--- src/rtl/key_event_decoder.sv ---
// Classifies debounced key edges into short-press, double-click, long-press,
// auto-repeat and hold indications; every output is a flop.
module key_event_decoder #(
  parameter int unsigned LONG_CNT   = 2_500_000,
  parameter int unsigned DBL_CNT    = 15_000_000,
  parameter int unsigned REPEAT_CNT = 5_000_000,
  parameter int unsigned CNT_W      = 24
) (
  input  logic clk,
  input  logic rst,
  input  logic key_flag,
  input  logic key_state,
  output logic short_press,
  output logic double_click,
  output logic long_press,
  output logic repeat_evt,
  output logic hold
);

  typedef enum logic [2:0] {
    IDLE   = 3'd0,
    PRESS1 = 3'd1,
    WAIT2  = 3'd2,
    PRESS2 = 3'd3,
    LONG   = 3'd4,
    DRAIN  = 3'd5
  } state_t;

  localparam logic [CNT_W-1:0] LONG_LAST = CNT_W'(LONG_CNT - 1);
  localparam logic [CNT_W-1:0] DBL_LAST  = CNT_W'(DBL_CNT - 1);
  localparam logic [CNT_W-1:0] REP_LAST  = CNT_W'(REPEAT_CNT - 1);

  state_t           state, state_nxt;
  logic [CNT_W-1:0] cnt, cnt_nxt;
  logic             dbl_pend, dbl_pend_nxt;
  logic             short_nxt, dbl_nxt, long_nxt, rep_nxt, hold_nxt;
  logic             press_ev, rel_ev;

  assign press_ev = key_flag & ~key_state;
  assign rel_ev   = key_flag &  key_state;

  // State, counter and output registers
  always_ff @(posedge clk) begin
    if (rst) begin
      state        <= IDLE;
      cnt          <= '0;
      dbl_pend     <= 1'b0;
      short_press  <= 1'b0;
      double_click <= 1'b0;
      long_press   <= 1'b0;
      repeat_evt   <= 1'b0;
      hold         <= 1'b0;
    end else begin
      state        <= state_nxt;
      cnt          <= cnt_nxt;
      dbl_pend     <= dbl_pend_nxt;
      short_press  <= short_nxt;
      double_click <= dbl_nxt;
      long_press   <= long_nxt;
      repeat_evt   <= rep_nxt;
      hold         <= hold_nxt;
    end
  end

  // Next state, counter and event decode; a flag always beats a same-cycle timeout.
  // A release-terminated double click is delayed one cycle through dbl_pend.
  always_comb begin
    state_nxt    = state;
    cnt_nxt      = '0;
    dbl_pend_nxt = 1'b0;
    short_nxt    = 1'b0;
    dbl_nxt      = dbl_pend;
    long_nxt     = 1'b0;
    rep_nxt      = 1'b0;
    unique case (state)
      IDLE: begin
        if (press_ev) state_nxt = PRESS1;
      end
      PRESS1: begin
        if (rel_ev) begin
          state_nxt = WAIT2;
        end else if (cnt == LONG_LAST) begin
          state_nxt = LONG;
          long_nxt  = 1'b1;
        end else begin
          cnt_nxt = cnt + CNT_W'(1);
        end
      end
      WAIT2: begin
        if (press_ev) begin
          state_nxt = PRESS2;
        end else if (cnt == DBL_LAST) begin
          state_nxt = IDLE;
          short_nxt = 1'b1;
        end else begin
          cnt_nxt = cnt + CNT_W'(1);
        end
      end
      PRESS2: begin
        if (rel_ev) begin
          state_nxt    = IDLE;
          dbl_pend_nxt = 1'b1;
        end else if (cnt == LONG_LAST) begin
          state_nxt = DRAIN;
          dbl_nxt   = 1'b1;
        end else begin
          cnt_nxt = cnt + CNT_W'(1);
        end
      end
      LONG: begin
        if (rel_ev) begin
          state_nxt = IDLE;
        end else if (cnt == REP_LAST) begin
          rep_nxt = 1'b1;
        end else begin
          cnt_nxt = cnt + CNT_W'(1);
        end
      end
      DRAIN: begin
        if (rel_ev) state_nxt = IDLE;
      end
      default: state_nxt = IDLE;
    endcase
    // hold covers the entry cycle and stays up through the releasing cycle
    hold_nxt = (state == LONG) || (state_nxt == LONG);
  end

endmodule
--- config.mk ---
export PLATFORM = sky130hd
export DESIGN_NAME = key_event_decoder
export DESIGN_NICKNAME = d
export VERILOG_FILES = /design/src/rtl/key_event_decoder.sv
export SDC_FILE = /design/constraint.sdc
export NUM_CORES = 1
export LEC_CHECK = 0
export ABC_AREA = 0
export ABC_CLOCK_PERIOD_IN_PS = 2200
export CORE_MARGIN = 10
export CORE_UTILIZATION = 58
export DETAILED_ROUTE_END_ITERATION = 8
export PLACE_DENSITY = 0.8
export SYNTH_ARGS = -nofsm -noshare
export SYNTH_HDL_FRONTEND = slang
export SYNTH_SLANG_ARGS = --single-unit
--- constraint.sdc ---
create_clock -name clk -period 2.2 [get_ports clk]
set_input_delay 0.22 -clock clk [delete_from_list [all_inputs] [get_ports clk]]
set_output_delay 0.22 -clock clk [all_outputs]
set_load 0.02 [all_outputs]
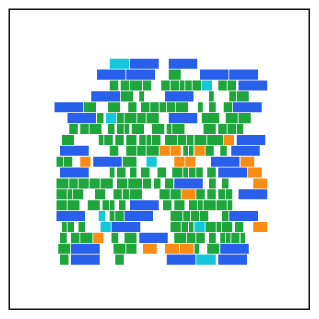
Run 1: cells coloured by class
Drawn at 4 px/um.
| colour | class | cells | share of their area |
|---|---|---|---|
| green | remaining logic cells | 159 | 54% |
| blue | registers | 33 | 35% |
| orange | remaining buffers and delay cells | 16 | 7.4% |
| cyan | clock drivers and dummy loads | 8 | 3.7% |

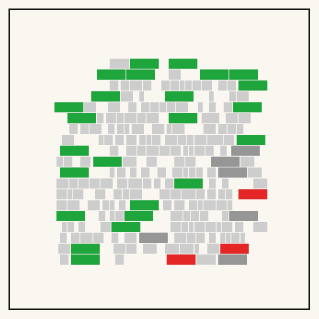
Run 1: where the registers sit
Drawn at 4 px/um.
| colour | name in the netlist | sequential cells |
|---|---|---|
| red | state | 3 |
| green | cnt | 24 |

==> impl_metrics.toml, run 1 <==
# physical design summary
[logic_synthesis]
ys_cells = 203
synth-edff-count = 0
largest_area_cell = "dfxtp_1"
common_cells = "33 x dfxtp_1, 15 x a31oi_1, 13 x nand2_1"
ys_types = 39
synth_area_um2 = 1732
top_area_share_pct = 38.15
synthArstFlopShare_pct = 0
synth-warning-count = 0
synth.avg_cell_area_um2 = 8.530
synth_cells = 203
yosys-top-cells-area = "dfxtp_1 38%, a32oi_1 5.6%, a31oi_1 5.4%"
synth-main-ff-cell = "dfxtp_1"
ys_seq_share_pct = 38.15
ys_area_um2 = 1732
top_cell = "dfxtp_1"
fp_nets = 208
ys.flops = 33

[setup_path]
cp_slowest_stage_delay_ps = 570
crit_fanout = 5
slowest_stage = "or4_4"
critPathArrivalTime_ps = 2360
end_kind = "flip-flop"
start_kind = "flip-flop"
critPathKind = "flip-flop to flip-flop"
worst-endpoint-required_ps = 2490
crit_chain = "ha_1 > nand4_1 > or4_4 > or4_1 > a21oi_1"

[global_routing]
grt_overflow = 0
antenna_found_initial = 0
use_met2_pct = 26.90
grt_usage_pct = 16.64
grt_pass1_wl_um = 7355
gr-usage-met1_pct = 19.88
grt_max_degree = 16
grtUsageMet3_pct = 5.388
grt_pass1_vias = 1609
grt.busiest_layer = "met2"

[job]
max_cap_violations = 0
warnings = 26

[detailed_routing]
drtPass1Iterations = 5
wl_per_cell_um = 16.98
drc = 0
viasPerCell = 6.838
wirelength_um = 4193
vias = 1689
ant_nets = 0
drtIter0Drc = 177

[die]
ios = 9
fp-utilization_pct = 61.73
coreArea_um2 = 2805
num_rows = 19
dieWidth_um = 74.64
die_h_um = 74.64
die-area_um2 = 5571

[placed_design]
portBuffers = 8
gp_congestion = 0.8619
placed_cell_area_um2 = 1858
dp_hpwl_um = 3011

[clock_tree]
post_cts_buffers = 0
ctsResizeCount = 0
path_clk_slew_ps = 110
cts_max_level = 2
cts_tree = "yes"
hold_buffers = 0
numCtsBuffers = 5
clockBufferDepth = 2
clkLatencyLatePin_ps = 350
cts.sinks = 33
root_buffer = "clkbuf_4"

[cells_and_area]
syn_to_final_growth_pct = 11.34
nets = 220
stdcell_area_um2 = 1928
finish.utilization_pct = 68.73
drive_above_1_share_pct = 8.333
antenna_cells = 0
logic_area_um2 = 992.2
fill_cells = 235
regArea_um2 = 660.6

[power]
ir_worst_vdd_mv = 0.3266
p_sw_share_pct = 22.48
power_frac_seq_pct = 58.6
p_clk_share_pct = 38.0
combinationalPowerShare_pct = 3.4
fin_total_pwr_mw = 1.030
powerDensity_nw_per_um2 = 534.0
power.switching_uw = 231.4
power.leakage_nw = 0.5519
intPower_uw = 798.1

[timing]
fmax_mhz = 481.7
setup_violations = 0
finClkSkew_ps = 13.54
max_slew_margin_pct = 59.92
rsz0062_at_grt = "false"
period_used_pct = 94.37
finalSetupTns_ps = 0
worstMarginPinSlew_ps = 593.1
hold_viol = 0
min_period_ps = 2076
final-max-slew-violation-count = 0

[hold_path]
worstHoldPathType = "flip-flop to flip-flop"

[outcome]
status = "completed"
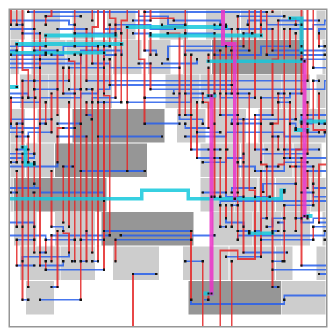
Run 1: close-up of the layout
Window x 25 to 50, y 10 to 35 um. Cells in grey, sequential cells in the stronger grey; small squares are vias.
| colour | layer |
|---|---|
| blue | M1 |
| red | M2 |
| cyan | M3 |
| magenta | M4 |
netlist names of flops here include: cnt (4)
cells with their middle in the window: 57
sequential cells in the window: 6
most frequent: dfxtp_1 (6), nand2_1 (4), clkdlybuf4s50_1 (4)

==> run 1: cell families after synthesis <==
family	count (synthesis)	synth area share, %
adders and majority gates	1	0.7224
and+or+nand+nor	89	31.00
AOI/OAI and AO/OA	51	20.02
xor gates and xnor gates	11	5.563
buffers and inverters	18	4.552
DFF	33	38.15
==> run 1: power groups by stage <==
stage | registers [mW] | clock network [mW] | logic [mW]
after floorplan | 0.615 | 0 | 0.0207
after global placement | 0.617 | 0 | 0.0320
after detailed placement | 0.617 | 0 | 0.0335
after CTS | 0.603 | 0.402 | 0.0337
after global routing | 0.604 | 0.440 | 0.0373
final | 0.604 | 0.392 | 0.0345
==> run 1: stage by stage <==
stage	setup slack, ps	hold WS [ps]	instances
after floorplan	225.2	289.1	203
after global placement	193.8	429.2	239
after detailed placement	158.4	434.7	239
after CTS	139.4	451.1	247
after global routing	2.093	482.4	247
final	123.8	448.2	247
==> run 1: state kept, by name, summed over array words and instances, names as in the netlist <==
signal	flops
cnt	24
dbl_pend	1
double_click	1
hold	1
long_press	1
repeat_evt	1
short_press	1
state	3
==> run 1: metal layers <==
| metal | up-vias | routed length, um |
|---|---|---|
| met2 | 82 | 2029 |
| met4 | 0 | 85 |
| met1 | 785 | 1801 |
| li1 | 812 | - |
| met5 | - | 0 |
| met3 | 10 | 277 |
==> run 1: layout by cell type, fill, tap and decap left out, types with 4 or more instances in the layout <==
cell / n
inv_1: 7
a32oi_1: 11
nand4_1: 7
nand2b_1: 5
xor2_1: 4
o21ai_0: 8
clkdlybuf4s50_1: 8
nand3_1: 10
clkbuf_4: 5
nor3_1: 8
nor2_1: 4
or4_1: 6
o31ai_1: 5
a31oi_1: 15
dfxtp_1: 33
or3_1: 11
buf_4: 8
a21oi_1: 4
xnor2_1: 7
nand2_1: 13
==> run 1: worst paths after layout <==
path / startpoint / endpoint / slack [ps] / depth (start not counted)
setup / recovery: cnt[0] / double_click / 120 / 5
hold / removal: dbl_pend / double_click / 450 / 2
setup reg to reg: cnt[0] / double_click / 120 / 5
hold reg to reg: dbl_pend / double_click / 450 / 2
==> run 1: cell type report <==
type	count	area share, %
Sequential cell	33	34.26
Clock buffer	7	3.374
Inverter	7	1.363
Tap cell	31	2.012
Clock inverter	1	0.2596
Timing Repair Buffer	16	7.268
Multi-Input combinational cell	152	51.46
==> run 1: critical path, delay by kind of cell, from the launching register on <==
family / cells / cell delay [ps]
and+or+nand+nor: 3 / 1240
adders and majority gates: 1 / 240
DFF: 1 / 400
AOI/OAI and AO/OA: 1 / 140
==> run 1 -> run 2 <==
- ABC_CLOCK_PERIOD_IN_PS: 2200 -> unset
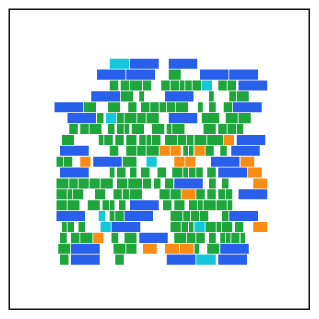
Run 2: cells coloured by class
Drawn at 4 px/um.
| colour | class | cells | share of their area |
|---|---|---|---|
| blue | registers | 33 | 35% |
| cyan | clock drivers and dummy loads | 8 | 3.7% |
| green | remaining logic cells | 159 | 54% |
| orange | remaining buffers and delay cells | 16 | 7.4% |

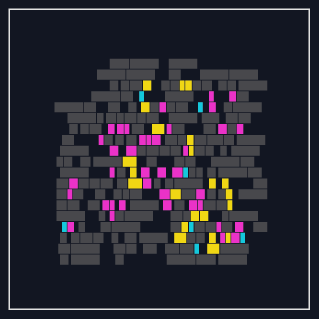
Run 2: logic cells by family
Drawn at 4 px/um.
| colour | family | cells |
|---|---|---|
| magenta | nand cells | 38 |
| yellow | nor cells | 22 |
| cyan | inv cells | 7 |

==> impl_metrics.toml, run 2 <==
# physical design summary
[power]
power.leakage_nw = 0.5519
combinationalPowerShare_pct = 3.4
powerDensity_nw_per_um2 = 534.0
power.switching_uw = 231.4
fin_total_pwr_mw = 1.030
intPower_uw = 798.1
p_clk_share_pct = 38.0
ir_worst_vdd_mv = 0.3266
power_frac_seq_pct = 58.6
p_sw_share_pct = 22.48

[hold_path]
worstHoldPathType = "flip-flop to flip-flop"
min_to = "double_click"
holdPathStages = 2
hold_start = "dbl_pend"

[timing]
hold_viol = 0
fmax_mhz = 481.7
setup_violations = 0
rsz0062_at_grt = "false"
min_period_ps = 2076
finClkSkew_ps = 13.54
worstMarginPinSlew_ps = 593.1
period_used_pct = 94.37
final-max-slew-violation-count = 0
finalSetupTns_ps = 0
max_slew_margin_pct = 59.92

[setup_path]
rr_startpoint = "cnt[0]"
crit_cells = 5
slowest_stage = "or4_4"
critPathArrivalTime_ps = 2360
end_kind = "flip-flop"
crit_chain = "ha_1 > nand4_1 > or4_4 > or4_1 > a21oi_1"
start_kind = "flip-flop"
worst-endpoint-required_ps = 2490
r2r_setup_slack_ps = 120
critPathKind = "flip-flop to flip-flop"
r2r_cells = 5
crit_family = "simple AND/OR/NAND/NOR gates"
cp_slowest_stage_delay_ps = 570
cp.buffers_inverters = 0
crit_fanout = 5
r2r_end = "double_click"

[cells_and_area]
stdcell_count = 247
largest_register_ffs = 24
layout_top_cell = "dfxtp_1"
fill_cells = 235
nets = 220
top_regs = "cnt (24), state (3)"
antenna_cells = 0
syn_to_final_growth_pct = 11.34
drive_above_1_share_pct = 8.333
regMostFlops = "cnt"
most-common-layout-cells = "33 x dfxtp_1, 15 x a31oi_1, 13 x nand2_1, 11 x or3_1, 11 x a32oi_1"

[clock_tree]
root_buffer = "clkbuf_4"
clockBufferDepth = 2
clkLatencyLatePin_ps = 350
cts_max_level = 2
post_cts_buffers = 0
hold_buffers = 0
cts_tree = "yes"
cts.sinks = 33
ctsResizeCount = 0
path_clk_slew_ps = 110
numCtsBuffers = 5

[logic_synthesis]
ys_seq_share_pct = 38.15
common_cells = "33 x dfxtp_1, 15 x a31oi_1, 13 x nand2_1"
ys_types = 39
synth.avg_cell_area_um2 = 8.530
ys_cells = 203
yosys-top-cells-area = "dfxtp_1 38%, a32oi_1 5.6%, a31oi_1 5.4%"
ys.flops = 33
top_cell = "dfxtp_1"
synth_cells = 203
largest_area_cell = "dfxtp_1"
ys_sh_adder_pct = 0.7225
synthSimpleGateAreaFrac_pct = 31.00
synth-main-ff-cell = "dfxtp_1"
synthAoiAreaFrac_pct = 20.01
top_area_share_pct = 38.15
fp_nets = 208
ys_area_um2 = 1732
ys_sh_mux_pct = 0
synthArstFlopShare_pct = 0
synth_area_um2 = 1732
synth-warning-count = 0
synth-edff-count = 0
ys_sh_xor_pct = 5.564
netlist_logic_family_top = "simple AND/OR/NAND/NOR gates"

[global_routing]
grt_usage_pct = 16.64
use_met2_pct = 26.90
grtUsageMet3_pct = 5.388
grt_pass1_wl_um = 7355
antenna_found_initial = 0
grt_pass1_vias = 1609
grt_overflow = 0
gr-usage-met1_pct = 19.88
grt.busiest_layer = "met2"
grt_max_degree = 16

[placed_design]
gp_congestion = 0.8619
dp_hpwl_um = 3011
placed_cells = 239
portBuffers = 8

[die]
ios = 9
num_rows = 19
die_h_um = 74.64
die-area_um2 = 5571
coreArea_um2 = 2805
fp-utilization_pct = 61.73
dieWidth_um = 74.64

[outcome]
status = "completed"

[detailed_routing]
viasPerCell = 6.838
drc = 0
vias = 1689
ant_nets = 0
drtIter0Drc = 177
wirelength_um = 4193
drtPass1Iterations = 5
wl_per_cell_um = 16.98

[job]
warnings = 26
max_cap_violations = 0
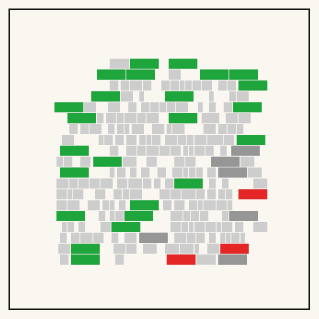
Run 2: where the registers sit
Drawn at 4 px/um.
| colour | name in the netlist | sequential cells |
|---|---|---|
| green | cnt | 24 |
| red | state | 3 |

[run 2: cell counts after synthesis]
Identical to the previous run, type by type.
[run 2: cells by family (layout without fill, tap and decap cells)]
kind of cell | Yosys count | after routing
XOR/XNOR | 11 | 11
flip-flops | 33 | 33
buffers and inverters | 18 | 31
AND/OR/NAND/NOR | 89 | 89
adder cells (fa/ha/maj) | 1 | 1
AND-OR/OR-AND | 51 | 51
[run 2: power by group through the flow]
stage | registers, mW | logic (mW) | clock network [mW]
after floorplan | 0.615 | 0.0207 | 0
after global placement | 0.617 | 0.0320 | 0
after CTS | 0.603 | 0.0337 | 0.402
after detailed placement | 0.617 | 0.0335 | 0
final | 0.604 | 0.0345 | 0.392
after global routing | 0.604 | 0.0373 | 0.440
[run 2: layout make-up]
class | count | area, um2 | area share (%)
multi-input combinational | 152 | 992.2 | 51.46
sequential | 33 | 660.6 | 34.26
timing repair buffer | 16 | 140.1 | 7.268
clock buffer | 7 | 65.06 | 3.374
tap | 31 | 38.79 | 2.012
inverter | 7 | 26.28 | 1.363
clock inverter | 1 | 5.005 | 0.2596
[run 2: per-layer routing]
metal	vias to the layer above	share of wire (%)
met2	82	48
li1	812	-
met4	0	2.0
met1	785	43
met5	-	0
met3	10	6.6
[run 2: metrics by stage]
step | area (um2) | util [%] | hold WS (ps) | setup WS [ps]
floorplan | 1732 | - | 289.1 | 225.2
global placement | 1858 | 66.24 | 429.2 | 193.8
detailed placement | 1858 | 66.24 | 434.7 | 158.4
CTS | 1928 | 68.73 | 451.1 | 139.4
global route | 1928 | 68.73 | 482.4 | 2.093
finish | 1928 | 68.73 | 448.2 | 123.8
[run 2: tightest hold or removal path: cells and delay by family, from the launching register on]
family,cells,cell delay (ps)
DFF,1,310
buffers and inverters,1,50
AOI/OAI and AO/OA,1,50
[run 2: worst max-delay path by stage]
stage                 from            to  slack (ps)
detailed placement  cnt[0]  double_click         160
floorplan           cnt[0]       cnt[16]         230
global placement    cnt[0]  double_click         190
CTS                 cnt[0]  double_click         140
finish              cnt[0]  double_click         120
global route        cnt[0]  double_click           2
Power is estimated from default activity; no workload was simulated.
